===== src/rtl/im_responder_pkg.sv =====
`default_nettype none
// ============================================================================
//  Module   : im_responder_pkg
//  Brief    : Shared fetch-stage definitions: refill state encoding, text
//             window defaults, address field positions and a range helper.
//  Revision : 1.0 - initial release
// ============================================================================
package im_responder_pkg;

   // Refill controller states, two-bit encoding.
   typedef enum logic [1:0] {
      ST_IDLE   = 2'd0,
      ST_REFILL = 2'd1
   } im_state_t;

   // Default text window (inclusive on both ends).
   localparam logic [31:0] IM_BASE_DEF  = 32'h0000_3000;
   localparam logic [31:0] IM_LIMIT_DEF = 32'h0000_6FFF;

   // Bit position of the word offset field; bits below it select a byte.
   localparam int IM_OFF_LSB = 2;

   // True when the address is inside the text window and word aligned.
   function automatic logic im_in_text(input logic [31:0] addr,
                                       input logic [31:0] lo,
                                       input logic [31:0] hi);
      return (addr >= lo) && (addr <= hi) && (addr[1:0] == 2'b00);
   endfunction

endpackage
`default_nettype wire


===== src/rtl/im_line_store.sv =====
`default_nettype none
// ============================================================================
//  Module   : im_line_store
//  Brief    : Direct-mapped line storage: data words, tags and valid bits.
//             One write port (word write, tag+valid set on the last word),
//             a separate valid-clear, and one asynchronous read port.
//  Revision : 1.0 - initial release
// ============================================================================
module im_line_store
   import im_responder_pkg::*;
#(
   parameter int LINES = 4,
   parameter int WORDS = 4,
   parameter int IDX_W = 2,
   parameter int OFF_W = 2,
   parameter int TAG_W = 26
) (
   input  logic             clk,
   input  logic             reset,
   input  logic             i_inv,
   input  logic [IDX_W-1:0] i_inv_idx,
   input  logic             i_wr,
   input  logic             i_wr_last,
   input  logic [IDX_W-1:0] i_wr_idx,
   input  logic [OFF_W-1:0] i_wr_word,
   input  logic [31:0]      i_wr_data,
   input  logic [TAG_W-1:0] i_wr_tag,
   input  logic [IDX_W-1:0] i_rd_idx,
   input  logic [OFF_W-1:0] i_rd_word,
   output logic             o_rd_valid,
   output logic [TAG_W-1:0] o_rd_tag,
   output logic [31:0]      o_rd_data
);

   logic [31:0]      r_data  [LINES][WORDS];
   logic [TAG_W-1:0] r_tag   [LINES];
   logic [LINES-1:0] r_valid;

   // Valid bits: cleared by reset or when a refill starts, set by the last word.
   always_ff @(posedge clk) begin
      if (reset) begin
         r_valid <= '0;
      end else begin
         if (i_inv)
            r_valid[i_inv_idx] <= 1'b0;
         if (i_wr && i_wr_last)
            r_valid[i_wr_idx] <= 1'b1;
      end
   end

   // Data and tag arrays carry no reset; validity alone guards their use.
   always_ff @(posedge clk) begin
      if (i_wr) begin
         r_data[i_wr_idx][i_wr_word] <= i_wr_data;
         if (i_wr_last)
            r_tag[i_wr_idx] <= i_wr_tag;
      end
   end

   assign o_rd_valid = r_valid[i_rd_idx];
   assign o_rd_tag   = r_tag[i_rd_idx];
   assign o_rd_data  = r_data[i_rd_idx][i_rd_word];

endmodule
`default_nettype wire


===== src/rtl/im_responder.sv =====
`default_nettype none
// ============================================================================
//  Module   : im_responder
//  Brief    : Direct-mapped instruction fetch responder. Hits return the word
//             in the same cycle; misses stall fetch while a whole line is
//             refilled from backing memory one word per acknowledged cycle.
//             Out-of-window or misaligned addresses return zero without
//             touching backing memory.
//  Revision : 1.0 - initial release
// ============================================================================
module im_responder
   import im_responder_pkg::*;
#(
   parameter int          LINES = 4,
   parameter int          WORDS = 4,
   parameter logic [31:0] BASE  = IM_BASE_DEF,
   parameter logic [31:0] LIMIT = IM_LIMIT_DEF
) (
   input  logic        clk,
   input  logic        reset,
   input  logic [31:0] pc_im,
   output logic [31:0] instr,
   output logic        im_stall,
   output logic        mem_rd,
   output logic [31:0] mem_addr,
   input  logic [31:0] mem_rdata,
   input  logic        mem_ack
);

   localparam int OFF_W   = $clog2(WORDS);
   localparam int IDX_W   = $clog2(LINES);
   localparam int IDX_LSB = IM_OFF_LSB + OFF_W;
   localparam int TAG_LSB = IDX_LSB + IDX_W;
   localparam int TAG_W   = 32 - TAG_LSB;
   localparam logic [OFF_W-1:0] LAST_WORD = OFF_W'(WORDS - 1);

   // Refill controller state and the line it is filling.
   im_state_t        r_state;
   logic [OFF_W-1:0] r_k;
   logic [IDX_W-1:0] r_idx;
   logic [TAG_W-1:0] r_tag;
   logic             r_mem_rd;
   logic [31:0]      r_mem_addr;

   // Address fields of the current fetch.
   logic [TAG_W-1:0] w_tag;
   logic [IDX_W-1:0] w_idx;
   logic [OFF_W-1:0] w_off;

   // Lookup results and control decisions.
   logic             w_line_valid;
   logic [TAG_W-1:0] w_line_tag;
   logic [31:0]      w_line_word;
   logic             w_bypass;
   logic             w_idle;
   logic             w_hit;
   logic             w_miss;
   logic             w_xfer;
   logic             w_last;

   assign w_tag = pc_im[31:TAG_LSB];
   assign w_idx = pc_im[TAG_LSB-1:IDX_LSB];
   assign w_off = pc_im[IDX_LSB-1:IM_OFF_LSB];

   assign w_bypass = !im_in_text(pc_im, BASE, LIMIT);
   assign w_idle   = (r_state == ST_IDLE);
   assign w_hit    = w_idle && !w_bypass && w_line_valid && (w_line_tag == w_tag);
   assign w_miss   = w_idle && !w_bypass && !w_hit;

   // A word is transferred on every acknowledged refill cycle.
   assign w_xfer = (r_state == ST_REFILL) && mem_ack;
   assign w_last = w_xfer && (r_k == LAST_WORD);

   im_line_store #(
      .LINES (LINES),
      .WORDS (WORDS),
      .IDX_W (IDX_W),
      .OFF_W (OFF_W),
      .TAG_W (TAG_W)
   ) u_store (
      .clk        (clk),
      .reset      (reset),
      .i_inv      (w_miss),
      .i_inv_idx  (w_idx),
      .i_wr       (w_xfer),
      .i_wr_last  (w_last),
      .i_wr_idx   (r_idx),
      .i_wr_word  (r_k),
      .i_wr_data  (mem_rdata),
      .i_wr_tag   (r_tag),
      .i_rd_idx   (w_idx),
      .i_rd_word  (w_off),
      .o_rd_valid (w_line_valid),
      .o_rd_tag   (w_line_tag),
      .o_rd_data  (w_line_word)
   );

   // Refill FSM: latches the missing line, then walks its words; the
   // backing-memory request and address are registered FSM outputs.
   always_ff @(posedge clk) begin
      if (reset) begin
         r_state    <= ST_IDLE;
         r_k        <= '0;
         r_mem_rd   <= 1'b0;
         r_mem_addr <= '0;
      end else begin
         case (r_state)
            ST_IDLE: begin
               if (w_miss) begin
                  r_state    <= ST_REFILL;
                  r_k        <= '0;
                  r_idx      <= w_idx;
                  r_tag      <= w_tag;
                  r_mem_rd   <= 1'b1;
                  r_mem_addr <= {pc_im[31:IDX_LSB], {IDX_LSB{1'b0}}};
               end
            end
            ST_REFILL: begin
               // Request and address hold until memory acknowledges.
               if (mem_ack) begin
                  if (r_k == LAST_WORD) begin
                     r_state    <= ST_IDLE;
                     r_k        <= '0;
                     r_mem_rd   <= 1'b0;
                     r_mem_addr <= '0;
                  end else begin
                     r_k        <= r_k + 1'b1;
                     r_mem_addr <= r_mem_addr + 32'd4;
                  end
               end
            end
            default: begin
               r_state    <= ST_IDLE;
               r_k        <= '0;
               r_mem_rd   <= 1'b0;
               r_mem_addr <= '0;
            end
         endcase
      end
   end

   assign mem_rd   = r_mem_rd;
   assign mem_addr = r_mem_addr;
   assign im_stall = (r_state == ST_REFILL) || w_miss;
   assign instr    = w_hit ? w_line_word : 32'h0;

endmodule
`default_nettype wire


===== config.mk =====
export PLATFORM = sky130hd
export DESIGN_NAME = im_responder
export DESIGN_NICKNAME = d
export VERILOG_FILES = /design/src/rtl/im_responder_pkg.sv /design/src/rtl/im_line_store.sv /design/src/rtl/im_responder.sv
export SDC_FILE = /design/constraint.sdc
export NUM_CORES = 1
export LEC_CHECK = 0
export ABC_AREA = 1
export CORE_UTILIZATION = 46
export DETAILED_ROUTE_END_ITERATION = 16
export SETUP_SLACK_MARGIN = 0.15
export SYNTH_ARGS = -nofsm -noshare
export SYNTH_HDL_FRONTEND = slang
export SYNTH_SLANG_ARGS = --single-unit

===== constraint.sdc =====
create_clock -name clk -period 5.03 [get_ports clk]
set_input_delay 1.006 -clock clk [delete_from_list [all_inputs] [get_ports clk]]
set_output_delay 1.006 -clock clk [all_outputs]
set_load 0.01 [all_outputs]

==> impl.org, run 1 <==
#+TITLE: Synthesis and PnR summary

** Global routing
- The total overflow left after global routing is 0.
- Overall routing resource usage recorded by global route was 0.247.
- Entering global routing, the biggest net connects 129 pins.
- The via count of the first global-routing pass came to 18100.
- The number of antenna violations at the first check in global routing is 2.
- Global-route wire length before repair :: 110000 µm

** Final timing
- Setup TNS :: 0 ns
- Hold violation count in the final report :: 0
- Clock skew on the completed layout was measured at 0.0213 ns.
- Post-route period utilization is reported as 0.938.
- Final slew viol count :: 0
- Slew HR :: 0.230
- Unrepaired setup endpoints after global routing :: false
- At the pin with the least slew margin, the transition time is 1.15 ns.
- Post-layout minimum cycle time :: 4.72 ns
- Number of failing setup endpoints in the final timing report :: 0
- Maximum operating frequency :: 0.212 GHz

** Yosys
- For this run, the register share of the synthesized area comes to 0.744.
- Most common cell in the synthesized netlist :: sky130_fd_sc_hd__edfxtp_1
- In this run, the synthesized area fraction spent on and/or/nand/nor cells is recorded as 0.129.
- Most instantiated cells after synthesis :: sky130_fd_sc_hd__edfxtp_1 (644), sky130_fd_sc_hd__nand2_1 (427), sky130_fd_sc_hd__o22ai_1 (266)
- After synthesis the netlist holds a flip-flop and latch count of 681.
- Number of distinct library cell variants in the gate-level netlist after synthesis :: 30
- Adder share :: 0.00232
- Yosys stat chip area :: 27000 µm²
- Per the synthesis report, the XOR/XNOR share of the synthesized area is 0.000325.
- Number of synthesized flops with an enable pin :: 644
- Avg Synthesized Cell Area :: 12.5 µm²
- Before any placement, the netlist area is recorded as 27000 µm².
- During synthesis, Yosys emitted a total of 0 warnings.
- Post-synthesis cell count :: 2154
- Post-synth ARST share :: 0
- The largest total area in the synthesized netlist belongs to sky130_fd_sc_hd__edfxtp_1.
- Cells taking the most area after synthesis :: sky130_fd_sc_hd__edfxtp_1 (72%), sky130_fd_sc_hd__o22ai_1 (6.2%), sky130_fd_sc_hd__nand2_1 (5.9%)
- Area leader share :: 0.717
- In this run, the synthesized area fraction spent on AND-OR/OR-AND gates is recorded as 0.0901.
- In the synthesized netlist, the dominant kind of combinational cell is simple AND/OR/NAND/NOR gates.
- The commonest register cell is sky130_fd_sc_hd__edfxtp_1.
- Multiplexer share of the synthesized area :: 0
- Yosys cell count :: 2154

** Finish
- Per the cell usage report, the commonest logic cell in the layout is sky130_fd_sc_hd__edfxtp_1.
- Nets@finish :: 2419
- Footprint of the flip-flops and latches :: 20100 µm²
- The filler cells instantiated in the layout total 4787.
- For this run, the share of the core covered by cells in the final layout is 0.556.
- The multi-input combinational cells in the finished layout cover a total of 6160 µm².
- Layout overhead on the synthesized area :: 19.2%
- The library cells used most frequently in the layout, excluding fill and tap cells, are sky130_fd_sc_hd__edfxtp_1 (644), sky130_fd_sc_hd__nand2_1 (423), sky130_fd_sc_hd__o22ai_1 (266).
- Ratio of cells with drive above 1 in the final layout :: 0.0983
- The final antenna diode tally reported by the flow is 0.

** Status
- The run finished with clean final reports.

** Clock network
- Clock tree synthesis found a total of 681 sinks.
- Number of buffers added to fix hold violations after cts :: 0
- Maximum clock path buffer count :: 3
- TritonCTS built the clock tree.
- Clock root buffer :: sky130_fd_sc_hd__clkbuf_16
- Clk slew on worst S/H paths :: 0.06 ns
- The H-tree was split into 3 levels.
- TritonCTS buffer count :: 72

** Routing
- After the first detailed-routing iteration, the DRC count stood at 1596.
- Per the detailed-route log, wirelength across all metal layers totals 73700 µm.
- The script logs the mean routed wire length per placed instance as 23.3 µm.
- The detailed router placed 18000 vias in this run.
- Post-route DRC :: 0
- Number of vias per cell :: 5.70
- In this run the remaining antenna-violating nets after routing total 0.
- Number of optimization iterations in the first detailed-route pass :: 5

** Critical path
- Worst path slowest cell :: sky130_fd_sc_hd__clkdlybuf4s50_1
- Source of the critical timing path :: pc_im[12]
- Stage delay of the slowest cell on the critical path :: 0.60 ns
- Startpoint Class :: input port
- The cell sequence reported for the critical path is clkdlybuf4s50_1, nand2_1, nand2_1, nand2_1, nor2_1, nand3_1, nor2_1, nand2_1, nor2_2, nand2_2, nor2_4, inv_1, buf_12, a21oi_1, clkdlybuf4s50_1.
- STA puts the critical path data arrival time at 3.71 ns.
- By startpoint and endpoint, the worst setup path is classified as input port to output pin.
- Data required, critical path :: 4.02 ns
- Counting stages on the worst path, the most repeated cell is sky130_fd_sc_hd__nand2_1.
- RR Startpoint :: r_k[1]$_SDFFE_PP0P_
- Critical path fanouts, max :: 18
- The worst setup path is captured at an output pin.

** Placement
- Summed over all nets, the half-perimeter wirelength after detailed placement is 41400 µm.
- Port-buffer cells :: 130
- Routability-driven placement finished with a final weighted congestion of 0.894.

** Floorplanning
- Number of placed I/O pins :: 133
- The overall die size recorded for this design is 59600 µm².
- Starting Density :: 0.467

** Flow run
- Count of warning messages emitted by the tools :: 34
- Max-cap check violation count :: 0

** Pwr
- Power density of the placed cells :: 372 nW/µm²
- The power report puts the leakage power at 11.1 nW.

** Hold path
- Note that the worst hold path type here is register to register.
- STA lists the startpoint of the worst hold path as u_store.r_valid[1]$_SDFF_PP0_.
[run 1: repair_timing]
action / in CTS / in global routing
gates cloned: 0 / 0
endpoints found under the setup margin: 32 / 30
resized: 6 / 14
setup buffers: 0 / 1
pin swaps: 0 / 1
[run 1: where the power goes]
group | internal (W) | switching (W) | total, W
sequential | 0.00618 | 0.00000000185 | 0.00618
clock | 0.00308 | 0.00214 | 0.00521
combinational | 0.000191 | 0.000369 | 0.000560
total | 0.00945 | 0.00251 | 0.0120
[run 1: path summary, 6_finish.rpt]
path	to	slack, ns	cells after the start
hold / removal	u_store.r_valid[1]$_SDFF_PP0_	0.47	2
hold reg to reg	u_store.r_valid[1]$_SDFF_PP0_	0.47	2
setup reg to reg	u_store.r_tag[3][2]$_DFFE_PP_	2.00	6
setup / recovery	instr[30]	0.31	15
[run 1: critical path: cells and delay by family]
kind	cells	cell delay (ns)
AND-OR/OR-AND	1	0.30
AND/OR/NAND/NOR	10	0.98
buffers and inverters	4	1.42
[run 1: flip-flops by register name, summed over array words and instances, names as in the netlist]
signal,flops
r_tag,26
u_store.r_tag,104
r_state,1
u_store.r_data,512
r_k,2
r_idx,2
mem_addr,30
u_store.r_valid,4
[run 1: stage by stage]
step	setup slack, ns	hold WS (ns)	cell area (µm²)	std cells	power (W)
finish	0.313	0.466	32100	3165	0.0120
detailed placement	-0.0511	0.458	29800	3037	0.00686
global placement	-0.0837	0.449	29800	3037	0.00685
global route	0.151	0.490	32100	3165	0.0123
CTS	0.145	0.467	32100	3164	0.0120
floorplan	0.769	0.433	27000	2155	0.00658
[run 1: layer usage]
layer | GRT usage | wire length, µm | up-vias
met2 | 0.404 | 35400 | 674
met1 | 0.329 | 31000 | 8910
met4 | 0.0945 | 2110 | 4
met3 | 0.0433 | 5170 | 113
li1 | - | - | 8338
met5 | 0 | 29 | -
[run 1: cells by family (layout without fill, tap and decap cells)]
logic type | after synthesis | after routing
AOI/OAI and AO/OA | 416 | 416
xor gates and xnor gates | 1 | 1
adders and majority gates | 5 | 5
buffers and inverters | 217 | 462
DFF | 681 | 681
other | 1 | 2
and+or+nand+nor | 833 | 833
[run 1: layout make-up]
type | instances | area share
well taps | 765 | 0.0298
clock buffers | 95 | 0.0601
clock inverters | 32 | 0.0116
multi-input cells | 1257 | 0.192
flip-flops and latches | 681 | 0.625
repair buffers | 231 | 0.0702
inverters | 104 | 0.0122
==> run_1/floorplan.png <==
Scale bar: 50 µm. Pins as bars on the die edge. Tap cells in gray.
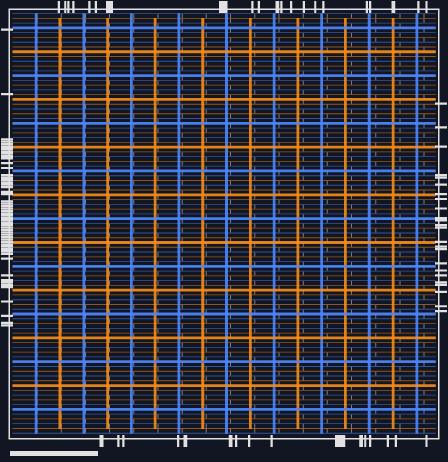
[VDD] orange
[VSS] blue
tap cells: 765
met4 straps: 17
met5 straps: 17
die x size: 244 µm
placeable core region: 57800 µm²
die outline height: 244 µm
worst ir drop on vdd: 0.226 mV

==> run_1/class_map.png <==
Scale bar: 50 µm.
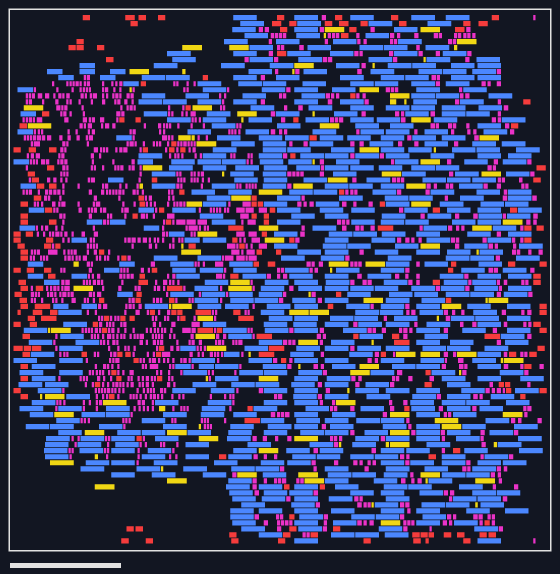
[registers] blue | cells: 681 | share of their area: 64%
[remaining buffers and delay cells] red | cells: 231 | share of their area: 7.2%
[clock drivers and dummy loads] yellow | cells: 127 | share of their area: 7.4%
[remaining logic cells] magenta | cells: 1361 | share of their area: 21%
standard-cell row count: 88
register fraction of the total cell area: 0.625
post-route cell area: 32100 µm²

==> run_1/clock_wires.png <==
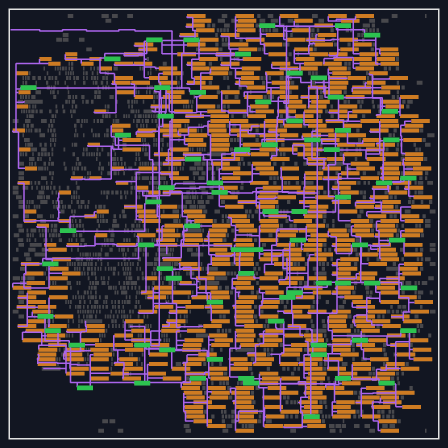
[flip-flops] orange | count: 681
[clock wires] purple | length: 7650 µm
[clock-net drivers] green | count: 72
routed clock nets: 73
clock insertion delay at the later pin of the skew report: 0.61 ns
clock network fraction of total power: 0.436
Power Clock: 0.00521 W

==> run_1/placed.png <==
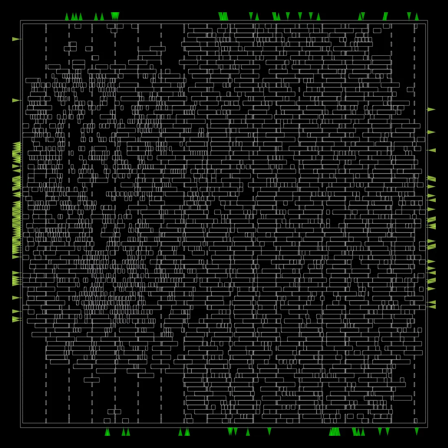

==> inputs of run 2 (changes only) <==
--- a/config.mk
+++ b/config.mk
@@ -6,8 +6,10 @@
 export NUM_CORES = 1
 export LEC_CHECK = 0
 export ABC_AREA = 1
+export CORE_MARGIN = 4
 export CORE_UTILIZATION = 46
 export DETAILED_ROUTE_END_ITERATION = 16
+export PLACE_DENSITY = 0.68
 export SETUP_SLACK_MARGIN = 0.15
 export SYNTH_ARGS = -nofsm -noshare
 export SYNTH_HDL_FRONTEND = slang
==> constraint.sdc (replaced) <==
create_clock -name clk -period 5.03 [get_ports clk]
set_input_delay 1.2575 -clock clk [delete_from_list [all_inputs] [get_ports clk]]
set_output_delay 1.2575 -clock clk [all_outputs]
set_load 0.01 [all_outputs]
==> run_2/placed.png <==
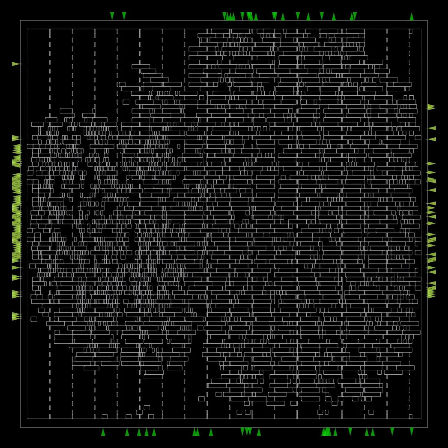
Well-Tap Cells: 765
utilization of the core after routing: 0.570

==> run 2 against run 1 <==
Clock skew down 0.0039 ns. Area after synthesis unchanged. Non-clock buffer count up 76. Critical path type unchanged. Largest power group unchanged.
==> impl.org, run 2 <==
#+TITLE: Synthesis and PnR summary

** Status
- The run finished with clean final reports.

** Pwr
- Proportion of power drawn by combinational gates :: 0.053
- Worst ir drop on vdd :: 0.211 mV
- Leakage power of the design :: 11.7 nW
- Cell internal power was estimated by the tool at 0.00956 W.
- Power spread over the standard cell area amounts to 367 nW/µm².
- The design draws 0.0121 W.
- Switching share of total power :: 0.211
- Register share of total power :: 0.510
- Power dissipated by switching net loads :: 0.00256 W

** Yosys
- Number of warnings issued by yosys :: 0
- Before any placement, the netlist area is recorded as 27000 µm².
- Most common cell in the synthesized netlist :: sky130_fd_sc_hd__edfxtp_1
- After technology mapping, the gate count stands at 2154.
- For reference, the top cells by area after synthesis are sky130_fd_sc_hd__edfxtp_1 (72%), sky130_fd_sc_hd__o22ai_1 (6.2%), sky130_fd_sc_hd__nand2_1 (5.9%).
- Seq share, synth :: 0.744
- For reference, the post-synthesis area per instance comes to 12.5 µm².
- Number of synthesized flops with an enable pin :: 644
- Most instantiated cells after synthesis :: sky130_fd_sc_hd__edfxtp_1 (644), sky130_fd_sc_hd__nand2_1 (427), sky130_fd_sc_hd__o22ai_1 (266)
- Per the synth stats, the proportion of register bits with asynchronous set or reset is 0.
- The number of cells reported by Yosys stat comes to 2154.
- The chip area line in the Yosys stat output reads 27000 µm².
- After synthesis the netlist holds a flip-flop and latch count of 681.
- Number of distinct library cell variants in the gate-level netlist after synthesis :: 30
- The biggest area contributor in the post-synthesis netlist is sky130_fd_sc_hd__edfxtp_1.
- Of the post-synthesis cell area, the dominant cell type holds 0.717.
- Per the synth stats, the flop cell with the highest instance count is sky130_fd_sc_hd__edfxtp_1.

** Routing
- For this run, the detailed router reports a per-instance via density of 5.80.
- The routed design has 75100 µm of wire.
- Post-route DRC :: 0
- Number of optimization iterations in the first detailed-route pass :: 5
- In the final routed layout, each cell accounts on average for 23.2 µm.
- Vias after detailed routing :: 18800
- Nets still carrying antenna violations after routing amount to 0.
- The violation tally recorded at the end of detailed-routing iteration 0 is 1890.

** Clock network
- Clock tree synthesis selected as its root buffer the cell sky130_fd_sc_hd__clkbuf_16.
- Clock Sinks :: 681
- Maximum clock path buffer count :: 3
- TritonCTS buffer count :: 71
- Clock tree from TritonCTS :: done
- Number of H-tree levels :: 3
- After clock tree synthesis, the clock-pin slew on the worst setup and hold paths is 0.05 ns.

** Critical path
- On the critical path the largest part of the delay comes from buffers and inverters.
- The number of buffers and inverters on the critical path is 6.
- By startpoint and endpoint, the worst setup path is classified as input port to output pin.
- The timing report shows the most common cell along the critical path to be sky130_fd_sc_hd__nor2_2.
- Critical path fanouts, max :: 10
- The report lists the cells along the critical path as clkdlybuf4s50_1, inv_1, nand3_1, nor2_2, nand3_2, nor2_1, nand2_1, nor2_2, nand2_2, nor2_4, inv_2, buf_12, buf_4, a21oi_2, clkdlybuf4s15_2.
- Data arrives at the worst endpoint at 3.52 ns.
- Stage delay of the slowest cell on the critical path :: 0.44 ns
- The OpenROAD report gives the critical path a required time of 3.77 ns.
- For this design, the slowest cell found on the critical path is sky130_fd_sc_hd__clkdlybuf4s50_1.
- Startpoint Class :: input port
- STA classifies the critical path endpoint as an output pin.

** Floorplanning
- In this run the full chip footprint comes out at 62600 µm².
- Starting Density :: 0.466
- Standard-cell row count :: 88
- Placeable core region :: 57900 µm²
- Number of placed I/O pins :: 133
- Per the OpenROAD floorplan log, the height of the die is 250 µm.
- Die x size :: 250 µm

** Flow run
- The report counts max-capacitance violations totalling 0.
- Summing over the stages, the warning tally comes to 29.

** Hold path
- The most critical min-delay path falls under register to register.

** Final timing
- Maximum operating frequency :: 0.209 GHz
- Final worst-path cycle share :: 0.949
- Transition time of the tightest slew-check pin :: 1.16 ns
- In the final timing run, aggregate negative setup slack is 0 ns.
- Number of failing setup endpoints in the final timing report :: 0
- Hold violation count in the final report :: 0
- The worst path in the final design needs a cycle of 4.77 ns, including I/O delays and setup.
- Unrepaired setup endpoints after global routing :: false
- Checking max transition, the worst relative margin is 0.226.
- The final max-slew violation count recorded for this run is 0.
- The most critical hold endpoint after final layout shows a slack of 0.474 ns.

** Global routing
- Global-route wire length before repair :: 112000 µm
- Global-route total usage across every layer :: 0.232
- Recorded from the global router log, the overflow total was 0.
- The via count of the first global-routing pass is 18800.
- The number of antenna violations at the first check in global routing is 3.
- Entering global routing, the biggest net connects 77 pins.

** Finish
- Largest register by flop count :: u_store.r_data
- Max FFs per register :: 512
- Nets@finish :: 2494
- Most frequent cells in the layout :: sky130_fd_sc_hd__edfxtp_1 (644), sky130_fd_sc_hd__nand2_1 (421), sky130_fd_sc_hd__o22ai_1 (266)
- The most common logic cell in the final layout is sky130_fd_sc_hd__edfxtp_1.
- Per the final layout report, the fraction of cells sized above drive strength 1 comes to 0.141.
- Compared with the post-synthesis result, the final layout area differs by 22.3%.
- Post-route cell area :: 33000 µm²
- Final std cells w/o fill :: 3241
- Fillcell total :: 4704

** Placement
- Counting tap cells, the placed design contains a total of 3106 instances.
- In this run the tool buffered the top-level ports with 130 buffer cells.
- GPL Wtd Cong :: 0.922
- According to the dpl log, the detail-placed design has an HPWL of 43800 µm.
- The placement stage leaves a total instance area of 30400 µm².
==> run_2/clock_wires.png <==
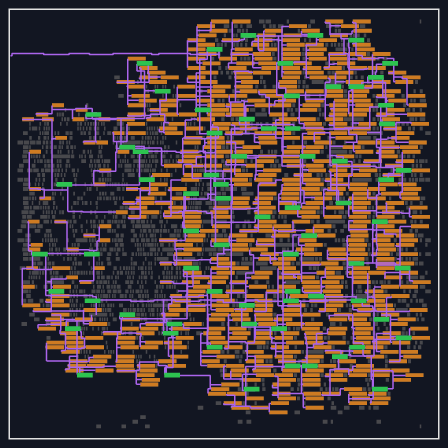
[clock-net drivers] green | count: 71
[clock wires] purple | length: 7560 µm
[flip-flops] orange | count: 681
flops lie: all over the die
clock network fraction of total power: 0.437
Power Clock: 0.00530 W
clock insertion delay at the later pin of the skew report: 0.62 ns
Worst Clk Skew: 0.0173 ns

## run 2: cell type report
cell class | instances | area [µm²] | share of cell area
clock buffers | 88 | 1910 | 0.0580
multi-input cells | 1257 | 6200 | 0.188
well taps | 765 | 957 | 0.0290
diodes | 1 | 2.50 | 0.0000758
clock inverters | 38 | 444 | 0.0135
repair buffers | 307 | 2990 | 0.0908
inverters | 104 | 398 | 0.0121
flip-flops and latches | 681 | 20100 | 0.609
## run 2: logic make-up after synthesis
family	share of synthesized area
adders and majority gates	0.00232
and+or+nand+nor	0.129
xor gates and xnor gates	0.000325
DFF	0.744
other	0.000139
AOI/OAI and AO/OA	0.0901
buffers and inverters	0.0335
## run 2: what timing repair did
action	4_1_cts	5_1_grt
hold buffers	0	0
setup buffers	2	1
gates cloned	3	2
pin swaps	4	4
resized	79	51
endpoints found under the setup margin	33	33
## run 2: path summary, 6_finish.rpt
| kind | from | to | slack (ns) | depth (start not counted) |
|---|---|---|---|---|
| worst max-delay path | pc_im[15] | instr[20] | 0.26 | 15 |
| worst min-delay path | u_store.r_valid[0]$_SDFF_PP0_ | u_store.r_valid[0]$_SDFF_PP0_ | 0.47 | 2 |
| worst max register to register | r_state[0]$_SDFFE_PP0P_ | mem_addr[18]$_SDFFE_PP0P_ | 1.74 | 11 |
| worst min register to register | u_store.r_valid[0]$_SDFF_PP0_ | u_store.r_valid[0]$_SDFF_PP0_ | 0.47 | 2 |
## run 2: per-stage QoR
stage | utilization | setup slack (ns)
finish | 0.570 | 0.256
global route | 0.570 | 0.149
CTS | 0.568 | 0.165
detailed placement | 0.525 | -0.642
global placement | 0.525 | -0.605
floorplan | - | 0.518
## run 2: power groups by stage
stage,logic [W],registers (W),clock network (W)
floorplan,0.000282,0.00630,0
global placement,0.000596,0.00630,0
detailed placement,0.000605,0.00630,0
CTS,0.000627,0.00618,0.00536
global route,0.000691,0.00618,0.00562
finish,0.000639,0.00618,0.00530
## run 2: layer usage
layer  track usage  up-vias  routed length [µm]
met5             0        -                  22
met3        0.0437      139                6590
met1         0.320     9237               30500
met4        0.0685        4                2040
li1              -     8515                   -
met2         0.381      906               36000
## run 2: tightest hold or removal path: cells and delay by family, from the launching register on
kind            cells  cell delay [ns]
compound gates      1             0.05
flops               1             0.31
simple gates        1             0.06
Power and IR drop assume default switching activity.
